**src/rtl/ov5640_pwr_monitor.sv**
```systemverilog
// OV5640 power-sequence monitor.
// Samples the PWDN/RESETB pins driven by the power controller, follows the
// sensor through power-down, wake and internal-init phases, reports readiness
// once the init delay has elapsed, and latches the first sequencing violation.
module ov5640_pwr_monitor #(
  parameter int unsigned T_PWDN_MIN = 300000,
  parameter int unsigned T_RST_MIN  = 50000,
  parameter int unsigned T_INIT     = 1000000,
  parameter int unsigned CNT_W      = 20
) (
  input  logic       sclk,
  input  logic       s_rst_n,
  input  logic       ov5640_pwdn,
  input  logic       ov5640_resetb,
  input  logic       err_clr,
  output logic       sensor_ready,
  output logic       seq_err,
  output logic [2:0] err_code,
  output logic [1:0] state
);

  // Sequence states
  localparam logic [1:0] S_PWDN  = 2'd0;
  localparam logic [1:0] S_WAKE  = 2'd1;
  localparam logic [1:0] S_INIT  = 2'd2;
  localparam logic [1:0] S_READY = 2'd3;

  // Error codes
  localparam logic [2:0] ERR_NONE       = 3'd0;
  localparam logic [2:0] ERR_PWDN_SHORT = 3'd1;
  localparam logic [2:0] ERR_ORDER      = 3'd2;
  localparam logic [2:0] ERR_RST_EARLY  = 3'd3;
  localparam logic [2:0] ERR_GLITCH     = 3'd4;

  // Timing thresholds in counter width
  localparam logic [CNT_W-1:0] PWDN_MIN  = CNT_W'(T_PWDN_MIN);
  localparam logic [CNT_W-1:0] RST_MIN   = CNT_W'(T_RST_MIN);
  localparam logic [CNT_W-1:0] INIT_LAST = CNT_W'(T_INIT - 1);

  logic             pwdn_q, resetb_q;   // previous pin samples
  logic [1:0]       state_q, state_d;
  logic [CNT_W-1:0] cnt_q, cnt_d;
  logic             seq_err_q;
  logic [2:0]       err_code_q;

  logic             pwdn_rise, pwdn_fall, resetb_rise, resetb_fall, pin_event;
  logic             err_set;
  logic [2:0]       err_new;

  // Edge events act at the same clock edge that first sees the new pin value.
  always_comb begin
    pwdn_rise   = ov5640_pwdn & ~pwdn_q;
    pwdn_fall   = ~ov5640_pwdn & pwdn_q;
    resetb_rise = ov5640_resetb & ~resetb_q;
    resetb_fall = ~ov5640_resetb & resetb_q;
    pin_event   = pwdn_rise | pwdn_fall | resetb_rise | resetb_fall;
  end

  // Next-state decode and violation detection; PWDN rise always takes priority.
  always_comb begin
    state_d = state_q;
    err_set = 1'b0;
    err_new = ERR_NONE;
    case (state_q)
      S_PWDN: begin
        if (resetb_rise) begin
          err_set = 1'b1;
          err_new = ERR_ORDER;
          state_d = S_INIT;
        end else if (pwdn_fall) begin
          if (!ov5640_resetb) begin
            state_d = S_WAKE;
            if (cnt_q < PWDN_MIN) begin
              err_set = 1'b1;
              err_new = ERR_PWDN_SHORT;
            end
          end else begin
            // Reset was already released while powered down: out of order.
            err_set = 1'b1;
            err_new = ERR_ORDER;
            state_d = S_INIT;
          end
        end
      end
      S_WAKE: begin
        if (pwdn_rise) begin
          state_d = S_PWDN;
        end else if (resetb_rise) begin
          state_d = S_INIT;
          if (cnt_q < RST_MIN) begin
            err_set = 1'b1;
            err_new = ERR_RST_EARLY;
          end
        end
      end
      S_INIT: begin
        if (pwdn_rise) begin
          err_set = 1'b1;
          err_new = ERR_GLITCH;
          state_d = S_PWDN;
        end else if (resetb_fall) begin
          err_set = 1'b1;
          err_new = ERR_GLITCH;
          state_d = ov5640_pwdn ? S_PWDN : S_WAKE;
        end else if (!pin_event && (cnt_q == INIT_LAST)) begin
          state_d = S_READY;
        end
      end
      S_READY: begin
        if (pwdn_rise) begin
          state_d = S_PWDN;
        end else if (resetb_fall) begin
          // Legal re-reset of a running sensor.
          state_d = ov5640_pwdn ? S_PWDN : S_WAKE;
        end
      end
      default: state_d = S_PWDN;
    endcase
  end

  // Counter restarts on each state entry, otherwise counts and saturates.
  always_comb begin
    if (state_d != state_q) begin
      cnt_d = '0;
    end else if (&cnt_q) begin
      cnt_d = cnt_q;
    end else begin
      cnt_d = cnt_q + CNT_W'(1);
    end
  end

  // Pin sampling, state and counter registers.
  always_ff @(posedge sclk or negedge s_rst_n) begin
    if (!s_rst_n) begin
      pwdn_q   <= 1'b1;
      resetb_q <= 1'b0;
      state_q  <= S_PWDN;
      cnt_q    <= '0;
    end else begin
      pwdn_q   <= ov5640_pwdn;
      resetb_q <= ov5640_resetb;
      state_q  <= state_d;
      cnt_q    <= cnt_d;
    end
  end

  // Sticky first-error latch; a new violation beats a simultaneous clear.
  always_ff @(posedge sclk or negedge s_rst_n) begin
    if (!s_rst_n) begin
      seq_err_q  <= 1'b0;
      err_code_q <= ERR_NONE;
    end else if (err_set && (!seq_err_q || err_clr)) begin
      seq_err_q  <= 1'b1;
      err_code_q <= err_new;
    end else if (err_clr) begin
      seq_err_q  <= 1'b0;
      err_code_q <= ERR_NONE;
    end
  end

  // Outputs come straight from registers so async reset clears them at once.
  always_comb begin
    state        = state_q;
    sensor_ready = (state_q == S_READY);
    seq_err      = seq_err_q;
    err_code     = err_code_q;
  end

endmodule

```
**config.mk**
```make
export PLATFORM = sky130hd
export DESIGN_NAME = ov5640_pwr_monitor
export DESIGN_NICKNAME = d
export VERILOG_FILES = /design/src/rtl/ov5640_pwr_monitor.sv
export SDC_FILE = /design/constraint.sdc
export NUM_CORES = 1
export LEC_CHECK = 0
export ABC_AREA = 1
export CAP_MARGIN = 25
export CORE_ASPECT_RATIO = 1.1
export CORE_MARGIN = 4
export CORE_UTILIZATION = 59
export DETAILED_ROUTE_END_ITERATION = 10
export PLACE_DENSITY = 0.8
export SYNTH_ARGS = -nofsm -noshare
export SYNTH_HDL_FRONTEND = slang
export SYNTH_SLANG_ARGS = --single-unit
export TNS_END_PERCENT = 100
```
**constraint.sdc**
```tcl
create_clock -name sclk -period 2 [get_ports sclk]
set_input_delay 0.3 -clock sclk [delete_from_list [all_inputs] [get_ports sclk]]
set_output_delay 0.3 -clock sclk [all_outputs]
set_load 0.005 [all_outputs]
```
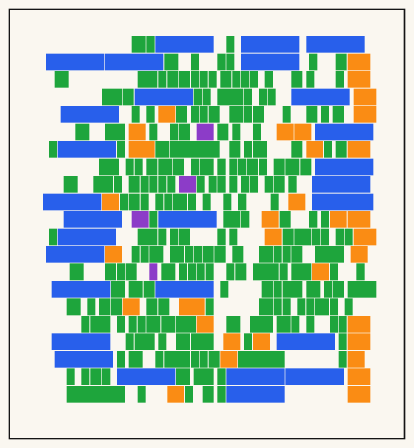
Fig. 1. Cell classes on the final placement (run 1).
color	class	cells	share of their area
blue	registers	28	32%
orange	remaining buffers and delay cells	33	13%
purple	clock drivers and dummy loads	4	1.2%
green	remaining logic cells	226	53%

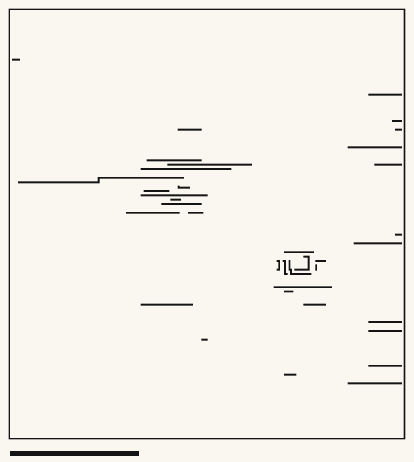
Fig. 2. Metal 3 (run 1).
Scale bar: 20 um.
longest straight run	13.8 um
share of all routed wire	5.0%
main direction	horizontal
nets with wire on the layer	29
wire length on this layer	193 um

==> run notes, run 1 <==
flow finished, numbers: top cells by count nand2_1 (51), inv_1 (39), nor2_1 (35), nand3_1 (28), dfrtp_1 (27), top cells by area dfrtp_1 (37%), nand2_1 (10%), inv_1 (8.0%), Post-Layout Inst Area about 2200 sq um, DR iter-0 viols around 96, Synth Register Bits 28, Lkg Pwr between 1 and 1.5 nW, outcome finished clean, final net count around 300, CTS Hold Bufs 0, Reg with most FFs cnt_q, critical path startpoint pwdn_q, Worst path top cell family by delay flip-flops, reg2reg start pwdn_q, power density cells 663 nW/um^2, Flop pwr share 0.455, clock power share 0.162, # Cells Yosys 258, root buffer cell clkbuf_4, Chip Area, Yosys roughly 1800 sq um, Netlist cell types 29, Seq share, synth 0.382, hold_ws 0.329 ns, worst reg2reg path endpoint cnt_q[10], wire per inst about 12 um, Die X between 60 and 70 um, Synth Instances 258, initial antenna violation count 0, Yosys top cell by area dfrtp_1, Area after DPL roughly 2100 sq um, CP startpoint kind flop, CTS tree built, Clock Sinks 28, max_slew headroom 0.764, slowest CP cell dfstp_2, Vias 1,717, fin worst setup slack about 0.14 ns, Setup crit end cnt_q[10], crit path DAT ~2.1 ns, Yosys top cell by instances nand2_1, DR pass1 iterations 6, CP endpoint kind flop, clk_lat worst skew approximately 0.33 ns, Commonest Layout Cell nand2_1, core box area ~3000 sq um, Final setup viols 0, post-synthesis cell area around 1800 sq um, worst slew pin tran 0.354 ns, R2R setup slack between 0.1 and 0.15 ns, # IOs 12, CP required approximately 2.2 ns, Crit Path Class flop to flop, share of cells above drive strength 1 0.199, Final Hold Viols 0, dominant register cell dfrtp_1, fp_density 0.609, first-pass GRT wire length approximately 6600 um, post-route ant nets 0, largest net degree at the start of global routing 29, Die Height roughly 67 um, vias in the first global route around 1,600, Peak VDD IR 793 uV, placement row count 21, Worst Path Max Fanout 3, Antenna diodes 0, Setup Buffers After CTS 0, Post-route DRC 0, dpl ws -0.223 ns, final setup skew 0.00752 ns, Fmax approximately 540 MHz, critical-path cell list inv_1 > ha_1 > inv_1 > nand4_1 > nand3_1 > xor2_1 > inv_2 > buf_4 > nand3_1 > nand2_1, Logic pwr share 0.383, RePlAce Congestion approximately 0.9, Ys Warns 0, die area a little over 4000 sq um, IO Port Bufs 11, total grt overflow 0, Min-Delay Path Class input port to asynchronous set/reset pin, FFs w/ async S/R, synth 1.00, htree depth 1, number of gates resized after CTS 0, Net Sw Frac 0.362, Crit path depth 10, Worst Reg-to-Reg Cells 10, TritonCTS Buffers 3, Slew Limit Fails 0, Sw Pwr ~0.00053 W, Post-DP HPWL ~2900 um, maxcap violations 0, internal power between 0.0009 and 0.001 W, Largest register FFs 20, Syn Nets 266
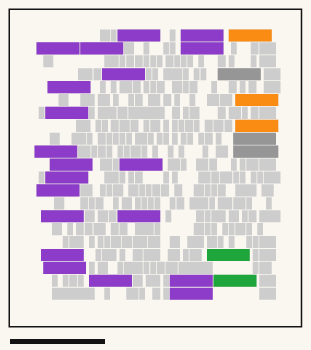
Fig. 3. Where the registers sit (run 1).
Scale bar: 20 um. Other sequential cells in the stronger gray, the rest of the logic in the fainter gray.
color	name in the netlist	sequential cells
purple	`cnt_q`	20
green	`state`	2
orange	`err_code`	3

## run 1: stage by stage
step           std cells  TNS [ns]   util
2_1_floorplan        258         0      -
3_3_place_gp         318     -3.41  0.696
3_5_place_dp         318     -4.18  0.696
4_1_cts              322         0  0.704
5_1_grt              325   -0.0656  0.730
6_report             325         0  0.730
## run 1: how the worst min path moves through the flow
| stage | start | end | slack (ns) | depth (start not counted) |
|---|---|---|---|---|
| finish | s_rst_n | state[0] | 0.33 | 2 |
| global route | s_rst_n | state[1] | 0.33 | 2 |
| CTS | s_rst_n | state[0] | 0.35 | 2 |
| detailed placement | err_code[1] | err_code[1] | 0.49 | 2 |
| global placement | err_code[1] | err_code[1] | 0.48 | 2 |
| floorplan | s_rst_n | cnt_q[0] | 0.004 | 0 |
## run 1: final cells by class
class / instances / area (sq um)
Multi-Input combinational cell: 182 / 988
Fill cell: 248 / 815
Sequential cell: 28 / 702
Timing Repair Buffer: 33 / 283
Inverter: 44 / 165
Tap cell: 34 / 42.5
Clock buffer: 4 / 26.3
## run 1: cells by family (layout without fill, tap and decap cells)
logic type,count (synthesis),in the layout,share of synthesized area
simple gates,147,147,0.376
buf+inv,48,81,0.107
flops,28,28,0.382
compound gates,22,22,0.0667
xor+xnor,10,10,0.0476
fa+ha+maj,3,3,0.0204
## run 1: power by group through the flow
stage,combinational [W],clock (W),sequential [W]
CTS,0.000511,0.000245,0.000659
floorplan,0.000328,0,0.000668
detailed placement,0.000507,0,0.000671
global placement,0.000496,0,0.000669
global route,0.000625,0.000275,0.000673
finish,0.000561,0.000237,0.000667
## run 1: metal layers
metal | track usage | up-vias | part of all wire
met5 | 0 | - | 0
met4 | 0.0542 | 0 | 0.018
met3 | 0.0291 | 10 | 0.050
met2 | 0.376 | 52 | 0.48
met1 | 0.266 | 770 | 0.45
li1 | - | 885 | -
--- run 2 (diff from run 1) ---
Settings changed: CELL_PAD_IN_SITES_DETAIL_PLACEMENT from default to 1, CELL_PAD_IN_SITES_GLOBAL_PLACEMENT from default to 1, CORE_UTILIZATION 59 to 43, PLACE_DENSITY 0.8 to default, PLACE_DENSITY_LB_ADDON from default to 0.1.
==> run 2 against run 1 <==
Core utilization shrank 16 points. Hold slack got worse by 0.036 ns. Sequential share of layout area is 1.5 points lower. Final area increased by 4.9%. Clock skew is 0.0029 ns lower. Critical path depth is the same. Clock-buffer cell count is the same. Sequential power hardly changed. Synthesized cell count stayed put. Non-clock buffer count rose by 2. Power is 14% higher. Critical path type unchanged. Critical endpoint is now cnt_q[12]. Largest cell class unchanged.
==> run notes, run 2 <==
flow finished, numbers: outcome finished clean (unchanged), worst slew pin tran 0.386 ns (was 0.354 ns), Clock Sinks 28 (unchanged), Ys Warns 0 (unchanged), RePlAce Congestion 0.813 (was 0.876), internal power 0.00104 W (was 0.000934 W), CP startpoint kind flop (unchanged), Post-route DRC 0 (unchanged), power density cells 719 nW/um^2 (was 663 nW/um^2), IO Port Bufs 11 (unchanged), Logic pwr share 0.376 (was 0.383), DR pass1 iterations 4 (was 6), DR iter-0 viols 57 (was 96), Synth Register Bits 28 (unchanged), Area after DPL 2120 sq um (was 2100 sq um), Crit Path Class flop to flop (unchanged), Chip Area, Yosys 1840 sq um (unchanged), post-synthesis cell area 1840 sq um (unchanged), largest net degree at the start of global routing 29 (unchanged), Worst Reg-to-Reg Cells 10 (unchanged), Largest register FFs 20 (unchanged), die area 5390 sq um (was 4080 sq um), Syn Nets 266 (unchanged), Yosys top cell by area dfrtp_1 (unchanged), maxcap violations 0 (unchanged), CP endpoint kind flop (unchanged), Post-DP HPWL 3630 um (was 2910 um), Final setup viols 0 (unchanged), dpl ws -0.277 ns (was -0.223 ns), Final Util 0.571 (was 0.730), Commonest Layout Cell nand2_1 (unchanged), hold_ws 0.293 ns (was 0.329 ns), wire per inst 14.9 um (was 11.8 um), crit path DAT 2.06 ns (was 2.10 ns), root buffer cell clkbuf_8 (was clkbuf_4), Flop pwr share 0.403 (was 0.455), comb pwr 0.000626 W (was 0.000561 W), Net Sw Frac 0.374 (was 0.362), CTS tree built (unchanged), Min-Delay Path Class input port to flop (was input port to asynchronous set/reset pin), clk_lat worst skew 0.28 ns (was 0.33 ns), final setup skew 0.00460 ns (was 0.00752 ns), Worst Hold Launch ov5640_pwdn, Hold Path Depth 2, Peak VDD IR 331 uV (was 793 uV), Seq share, synth 0.382 (unchanged), dpl cells 336 (was 318), CP required 2.18 ns (was 2.24 ns), Die X 70.4 um (was 61.2 um), TNS Setup 0 ns (unchanged), fp_density 0.454 (was 0.609), Worst Hold End pwdn_q, post-route ant nets 0 (unchanged), core box area 4050 sq um (was 3020 sq um), top cells by count nand2_1 (51), inv_1 (39), nor2_1 (35), nand3_1 (28), dfrtp_1 (27) (unchanged), # IOs 12 (unchanged), Vias 1,798 (was 1,717), final net count 303 (was 300), FFs w/ async S/R, synth 1.00 (unchanged), clock-net power 0.000367 W (was 0.000237 W), # Cells Yosys 258 (unchanged), Lkg Pwr 1.11 nW (was 1.07 nW), dominant register cell dfrtp_1 (unchanged)
==> run 2: netlist changes by cell type in the layout (fill, tap and decap cells not counted), moves of 2 or more <==
| cell | before | now |
|---|---|---|
| nor2_1 | 34 | 32 |
| buf_4 | 20 | 22 |
| clkbuf_8 | 0 | 4 |
| clkbuf_4 | 3 | 0 |
==> run 2: per-layer routing <==
metal / vias to the layer above / wire, um / GRT usage
met3: 11 / 174 / 0.0264
met5: - / 0 / 0
met2: 36 / 2550 / 0.332
met4: 0 / 126 / 0.0747
li1: 888 / - / -
met1: 863 / 2300 / 0.241
==> run 2: layout make-up <==
| class | count | area, sq um |
|---|---|---|
| repair buffers | 35 | 300 |
| inverters | 44 | 165 |
| well taps | 52 | 65.1 |
| clock buffers | 4 | 55.1 |
| fillers | 527 | 1740 |
| multi-input cells | 183 | 1030 |
| flip-flops and latches | 28 | 702 |
==> run 2: cells by family after synthesis <==
kind of cell | count (synthesis) | synth area share
AND-OR/OR-AND | 22 | 0.0667
XOR/XNOR | 10 | 0.0476
adder cells (fa/ha/maj) | 3 | 0.0204
buffers and inverters | 48 | 0.107
flip-flops | 28 | 0.382
AND/OR/NAND/NOR | 147 | 0.376
==> run 2: how the worst max path moves through the flow <==
stage	startpoint	end	slack, ns	cells past startpoint
6_report	cnt_q[1]	cnt_q[12]	0.12	10
3_5_place_dp	ov5640_pwdn	cnt_q[11]	-0.28	10
2_1_floorplan	pwdn_q	cnt_q[6]	0.31	10
4_1_cts	ov5640_pwdn	cnt_q[18]	0.003	9
3_3_place_gp	ov5640_pwdn	cnt_q[19]	-0.23	10
5_1_grt	cnt_q[1]	cnt_q[18]	-0.05	11
==> run 2: repair_timing <==
item	CTS	global route
setup endpoints to repair	0	24
buffers inserted	0	5
gates resized	0	19
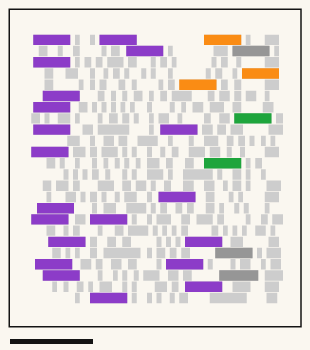
Fig. 4. Where the registers sit (run 2).
Scale bar: 20 um. Other sequential cells in the stronger gray, the rest of the logic in the fainter gray.
color	name in the netlist	sequential cells
orange	`err_code`	3
green	`state`	2
purple	`cnt_q`	20
not colored	3

No activity file was given, so power comes from the tool's default toggle rates.
